==> src/rtl/fft_pkg.sv <==
// rtl/fft_pkg.sv - shared state type and counter-width helper for the FFT stage feeder
package fft_pkg;

  typedef enum logic {
    LOAD  = 1'b0,
    ISSUE = 1'b1
  } state_t;

  // Counter width for a range of 'count' values, never narrower than one bit.
  function automatic int cnt_width(input int count);
    return (count < 2) ? 1 : $clog2(count);
  endfunction

endpackage

==> src/rtl/fft_stage_feeder_addr_gen.sv <==
// rtl/fft_stage_feeder_addr_gen.sv - maps pair index k to operand and twiddle indices for one radix-2 stage
module fft_stage_feeder_addr_gen
  import fft_pkg::*;
#(
  parameter int N_SAMPLES = 8,
  parameter int STAGE     = 0,
  localparam int CW       = cnt_width(N_SAMPLES),
  localparam int KW       = cnt_width(N_SAMPLES / 2)
) (
  input  logic [KW-1:0] k,
  output logic [CW-1:0] a_idx,
  output logic [CW-1:0] b_idx,
  output logic [KW-1:0] tw_idx
);

  localparam int H        = 1 << STAGE;
  localparam int TW_SHIFT = $clog2(N_SAMPLES) - 1 - STAGE;

  logic [CW-1:0] k_ext;
  logic [CW-1:0] group;
  logic [CW-1:0] pos;

  // pos < h, so group*2h + pos and the twiddle stride are pure shifts.
  always_comb begin
    k_ext  = CW'(k);
    group  = k_ext >> STAGE;
    pos    = k_ext & CW'(H - 1);
    a_idx  = (group << (STAGE + 1)) + pos;
    b_idx  = a_idx + CW'(H);
    tw_idx = KW'(pos << TW_SHIFT);
  end

endmodule

==> src/rtl/fft_stage_feeder.sv <==
// rtl/fft_stage_feeder.sv - buffers one frame of complex samples and issues the butterfly operand sets of one FFT stage
module fft_stage_feeder
  import fft_pkg::*;
#(
  parameter int n         = 32,
  parameter int d         = 16,
  parameter int N_SAMPLES = 8,
  parameter int STAGE     = 0
) (
  input  logic                       clk,
  input  logic                       reset,
  input  logic                       recv_val,
  output logic                       recv_rdy,
  input  logic [n-1:0]               recv_r,
  input  logic [n-1:0]               recv_c,
  input  logic [n*N_SAMPLES/2-1:0]   wr_table,
  input  logic [n*N_SAMPLES/2-1:0]   wc_table,
  output logic                       send_val,
  input  logic                       send_rdy,
  output logic [n-1:0]               ar,
  output logic [n-1:0]               ac,
  output logic [n-1:0]               br,
  output logic [n-1:0]               bc,
  output logic [n-1:0]               wr,
  output logic [n-1:0]               wc
);

  localparam int PAIRS = N_SAMPLES / 2;
  localparam int CW    = cnt_width(N_SAMPLES);
  localparam int KW    = cnt_width(PAIRS);

  if (d > n || STAGE < 0 || (1 << STAGE) > PAIRS) begin : g_param_check
    $error("fft_stage_feeder: d must not exceed n and STAGE must lie in 0..log2(N_SAMPLES)-1");
  end

  state_t          state;
  state_t          state_nxt;
  logic [CW-1:0]   count;
  logic [KW-1:0]   k;
  logic [2*n-1:0]  sample_buf [N_SAMPLES];
  logic            recv_fire;
  logic            send_fire;
  logic [CW-1:0]   a_idx;
  logic [CW-1:0]   b_idx;
  logic [KW-1:0]   tw_idx;

  always_ff @(posedge clk or negedge reset) begin
    if (!reset) state <= LOAD;
    else        state <= state_nxt;
  end

  always_comb begin
    state_nxt = state;
    recv_rdy  = 1'b0;
    send_val  = 1'b0;
    case (state)
      LOAD: begin
        recv_rdy = 1'b1;
        if (recv_val && count == CW'(N_SAMPLES - 1)) state_nxt = ISSUE;
      end
      ISSUE: begin
        send_val = 1'b1;
        if (send_rdy && k == KW'(PAIRS - 1)) state_nxt = LOAD;
      end
      default: state_nxt = LOAD;
    endcase
  end

  assign recv_fire = recv_val & recv_rdy;
  assign send_fire = send_val & send_rdy;

  // Single-bank buffer: loading and issuing are mutually exclusive by state.
  always_ff @(posedge clk or negedge reset) begin
    if (!reset) begin
      count <= '0;
      k     <= '0;
      for (int i = 0; i < N_SAMPLES; i++) sample_buf[i] <= '0;
    end else begin
      if (recv_fire) begin
        sample_buf[count] <= {recv_r, recv_c};
        count             <= (count == CW'(N_SAMPLES - 1)) ? '0 : count + CW'(1);
      end
      if (send_fire) begin
        k <= (k == KW'(PAIRS - 1)) ? '0 : k + KW'(1);
      end
    end
  end

  fft_stage_feeder_addr_gen #(
    .N_SAMPLES (N_SAMPLES),
    .STAGE     (STAGE)
  ) u_addr_gen (
    .k      (k),
    .a_idx  (a_idx),
    .b_idx  (b_idx),
    .tw_idx (tw_idx)
  );

  assign ar = sample_buf[a_idx][2*n-1:n];
  assign ac = sample_buf[a_idx][n-1:0];
  assign br = sample_buf[b_idx][2*n-1:n];
  assign bc = sample_buf[b_idx][n-1:0];
  assign wr = wr_table[int'(tw_idx)*n +: n];
  assign wc = wc_table[int'(tw_idx)*n +: n];

endmodule

==> config.mk <==
export PLATFORM = sky130hd
export DESIGN_NAME = fft_stage_feeder
export DESIGN_NICKNAME = d
export VERILOG_FILES = /design/src/rtl/fft_pkg.sv /design/src/rtl/fft_stage_feeder_addr_gen.sv /design/src/rtl/fft_stage_feeder.sv
export SDC_FILE = /design/constraint.sdc
export NUM_CORES = 1
export LEC_CHECK = 0
export CAP_MARGIN = 5
export CORE_ASPECT_RATIO = 0.6
export CORE_MARGIN = 1
export CORE_UTILIZATION = 46
export DETAILED_ROUTE_END_ITERATION = 8
export PLACE_DENSITY = 0.83
export SYNTH_ARGS = -nofsm -noshare
export SYNTH_HDL_FRONTEND = slang
export SYNTH_SLANG_ARGS = --single-unit
==> constraint.sdc <==
create_clock -name clk -period 1.7 [get_ports clk]
set_input_delay 0.34 -clock clk [delete_from_list [all_inputs] [get_ports clk]]
set_output_delay 0.34 -clock clk [all_outputs]
set_load 0.01 [all_outputs]
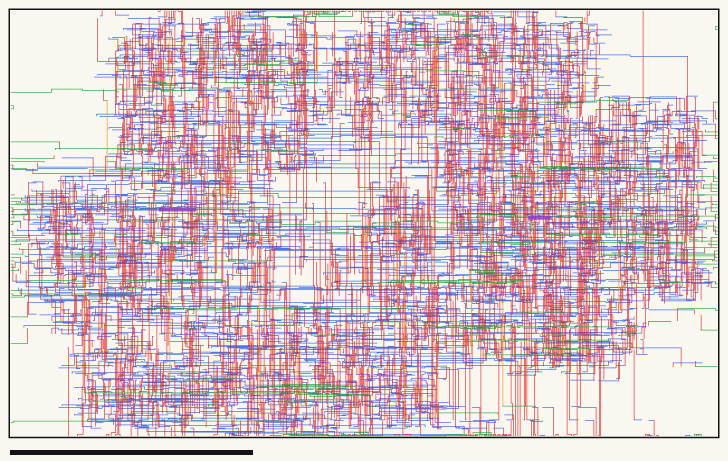
metal_stack.png
Scale bar: 100 um.
- blue: met1 (wire length 31.3 mm)
- orange: met4 (wire length 1030 um)
- red: met2 (wire length 31.7 mm)
- green: met3 (wire length 4740 um)
- purple: met5 (wire length 22.1 um)

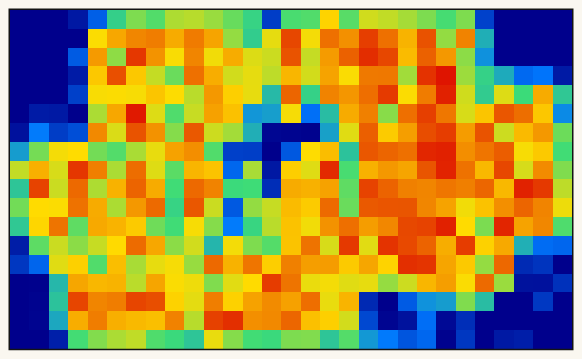
density.png
29 x 18 tiles, from dark blue (low) to red (high), 0 to 100% covered.
- tiles over 75% full: 44%
- nearly empty tiles: 11%
- densest ninth of the die: east
- emptiest ninth of the die: south-east
Final Util: 63.42%
Floorplan Utilization: 46.71%

==> notes.md <==
Final layout
- number of logic gates: 667
- register with the most flip-flops: sample_buf
- fraction of final layout cells with drive strength greater than 1: 63.67%
- Clock Network Area Fraction: 4.981%
- sequential portion of the cell area: 41.31%
- share of cell area taken by multi-input logic gates: 32.96%
- CLK BUF: 70
- Synth-to-Final Area Change: 35.77%
- ANT cells: 2
- biggest registers after layout: sample_buf (512), count (3), k (2)
- max FFs per register: 512
- biggest area consumer among cell classes: sequential cells
- # fillers: 3317
- commonest cells after routing, fill and taps aside: sky130_fd_sc_hd__dfrtp_1, sky130_fd_sc_hd__mux2_4, sky130_fd_sc_hd__buf_6
- sequential cell area in the final layout: 12970 sq um
- most common logic cell in the routed design: sky130_fd_sc_hd__dfrtp_1
- non-clock buffer area fraction after layout: 18.13%
- layout sequential cell count: 518

Global route
- met1 GRT Util: 34.35%
- met3 Use GR: 5.972%
- global-route wire length before repair: 93.41 mm
- final global-route overflow total: 0
- vias in the first global route: 14610
- pin count of the biggest net entering global routing: 82
- global routing's busiest layer: met2
- initial antenna violation count: 4

Timing
- worst clock skew on the final layout: 20.17 ps
- Final Hold Violation Tally: 0
- headroom to the max-slew limit: 66.67%
- final period demand of the worst path: 2532 ps
- setup violation total in the final timing report: 576
- worst-case setup margin in the final layout: -831.5 ps
- RSZ-0062 raised after global routing: yes
- Slew @ Worst Pin: 498.3 ps
- number of pins exceeding their max-slew limit in the final report: 0
- maximum clock frequency: 0.3950 GHz
- total negative slack for setup checks: -184400 ps

Floorplanning
- die x size: 291.5 um
- Total Die Area: 51200 sq um
- number of standard-cell rows in the floorplan: 63
- Tapcells: 650
- I/O pin count: 518
- vertical die dimension: 175.7 um
- Std-Cell Core Area: 49500 sq um

Outcome
- failing checks: negative setup slack
- run status: finished, violations left

CTS
- Root Buffer Master: sky130_fd_sc_hd__clkbuf_16
- CTS tree: yes
- number of cells upsized or downsized after cts: 772
- clock-pin slew reported for the worst setup and hold paths after clock tree synthesis: 60 ps
- total setup buffers inserted after CTS: 56
- Post-CTS Hold Buffers: 1

Route
- number of violations reported at the end of detailed-routing iteration 0: 1054
- via count: 13710
- Detail Route Antenna Nets: 0
- routed metal-1 wirelength: 31.26 mm
- drt pass-1 iters: 5
- DR WL/cell: 29.51 um
- final routed DRC violation total: 0
- post-detailed-route via-to-cell ratio: 5.882
- met3 wire len: 4.736 mm
- aggregate routed wire length: 68.78 mm

Run
- stage-log warning count: 220
- total of max-cap violations: 0

Yosys
- xor-xnor portion of the synthesized cell area: 0%
- yosys aoi share: 0.08116%
- Dominant cell area share: 56.05%
- number of enable flip-flop cells: 0
- adder-cell share of the synthesized area: 0.1623%
- FF+latch count, synth: 518
- cell type contributing the most total cell area after synthesis: sky130_fd_sc_hd__dfrtp_1
- yosys warns: 0
- multiplexer share of the synthesized area: 38.57%
- Yosys cell types: 26
- AND/OR/NAND/NOR Cells, Area Fraction: 0.4815%
- Synth async-reset ratio: 100.0%
- Post-Syn Instances: 1331
- commonest register cell after synthesis: sky130_fd_sc_hd__dfrtp_1
- area reported by Yosys stat: 23120 sq um
- sequential share of the synthesized area: 56.05%

Pwr
- power density cells: 2098 nW/um^2
- worst vdd rail ir drop: 0.001107 V
- leakage component of the power: 14.31 nW

Critical path
- crit-path leading delay family: buffers and inverters
- reg-to-reg slack, setup: -300 ps
- type of the worst setup path: register to primary output
- Data arrival, critical path: 2190 ps
- CP peak stage delay: 520 ps
- slowest stage cell on the critical path: sky130_fd_sc_hd__dfrtp_4
- worst path required time: 1360 ps
- source of the worst register-to-register timing path: state
- count of cells along the worst register-to-register path: 7
- nature of the critical path startpoint: register
- largest driver fanout on the critical path: 8

Placement
- weighted congestion reported at the end of routability-driven placement: 0.7605
- HPWL after detailed placement: 35.38 mm
- post-place instance area: 26140 sq um
- IO buf count: 197

Min path
- kind of path behind the tightest hold check: input pin to asynchronous set/reset pin

## metrics by stage
stage / hold slack, ps / utilization, % / setup WS (ps) / total power, mW / std cells
finish: 273.1 / 63.42 / -831.5 / 65.86 / 2331
global route: 270.3 / 63.41 / -872.8 / 68.64 / 2329
CTS: 256.3 / 59.57 / -839.7 / 61.65 / 2282
global placement: 251.2 / 52.80 / -556.6 / 46.19 / 2123
floorplan: 44.41 / - / 1.035 / 35.45 / 1331
detailed placement: 251.6 / 52.80 / -619.1 / 47.27 / 2123
## Yosys cell counts, types with 2 or more instances
library cell,count
sky130_fd_sc_hd__mux4_2,128
sky130_fd_sc_hd__mux2_1,245
sky130_fd_sc_hd__nor3b_1,2
sky130_fd_sc_hd__nand3b_1,3
sky130_fd_sc_hd__buf_1,6
sky130_fd_sc_hd__nand2_1,2
sky130_fd_sc_hd__ha_1,3
sky130_fd_sc_hd__clkbuf_1,5
sky130_fd_sc_hd__buf_2,38
sky130_fd_sc_hd__nor2_1,2
sky130_fd_sc_hd__dfrtp_1,518
sky130_fd_sc_hd__mux2_2,211
sky130_fd_sc_hd__buf_4,67
sky130_fd_sc_hd__mux2_4,60
sky130_fd_sc_hd__buf_6,30
## report_power, final
part           total [mW]  switching [mW]  internal [mW]
logic                32.7            11.8           20.9
clock network        11.0            4.70           6.30
registers            22.2            3.75           18.4
total                65.9            20.2           45.7
## how the worst max path moves through the flow
stage | slack, ps | cells past startpoint | start | endpoint
5_1_grt | -870 | 5 | k[0] | bc[30]
6_report | -830 | 5 | k[0] | br[2]
2_1_floorplan | 1 | 4 | k[0] | ac[0]
3_3_place_gp | -560 | 4 | k[0] | bc[3]
4_1_cts | -840 | 4 | k[0] | bc[14]
3_5_place_dp | -620 | 6 | recv_val | sample_buf[366]
Power is estimated from default activity; no workload was simulated.
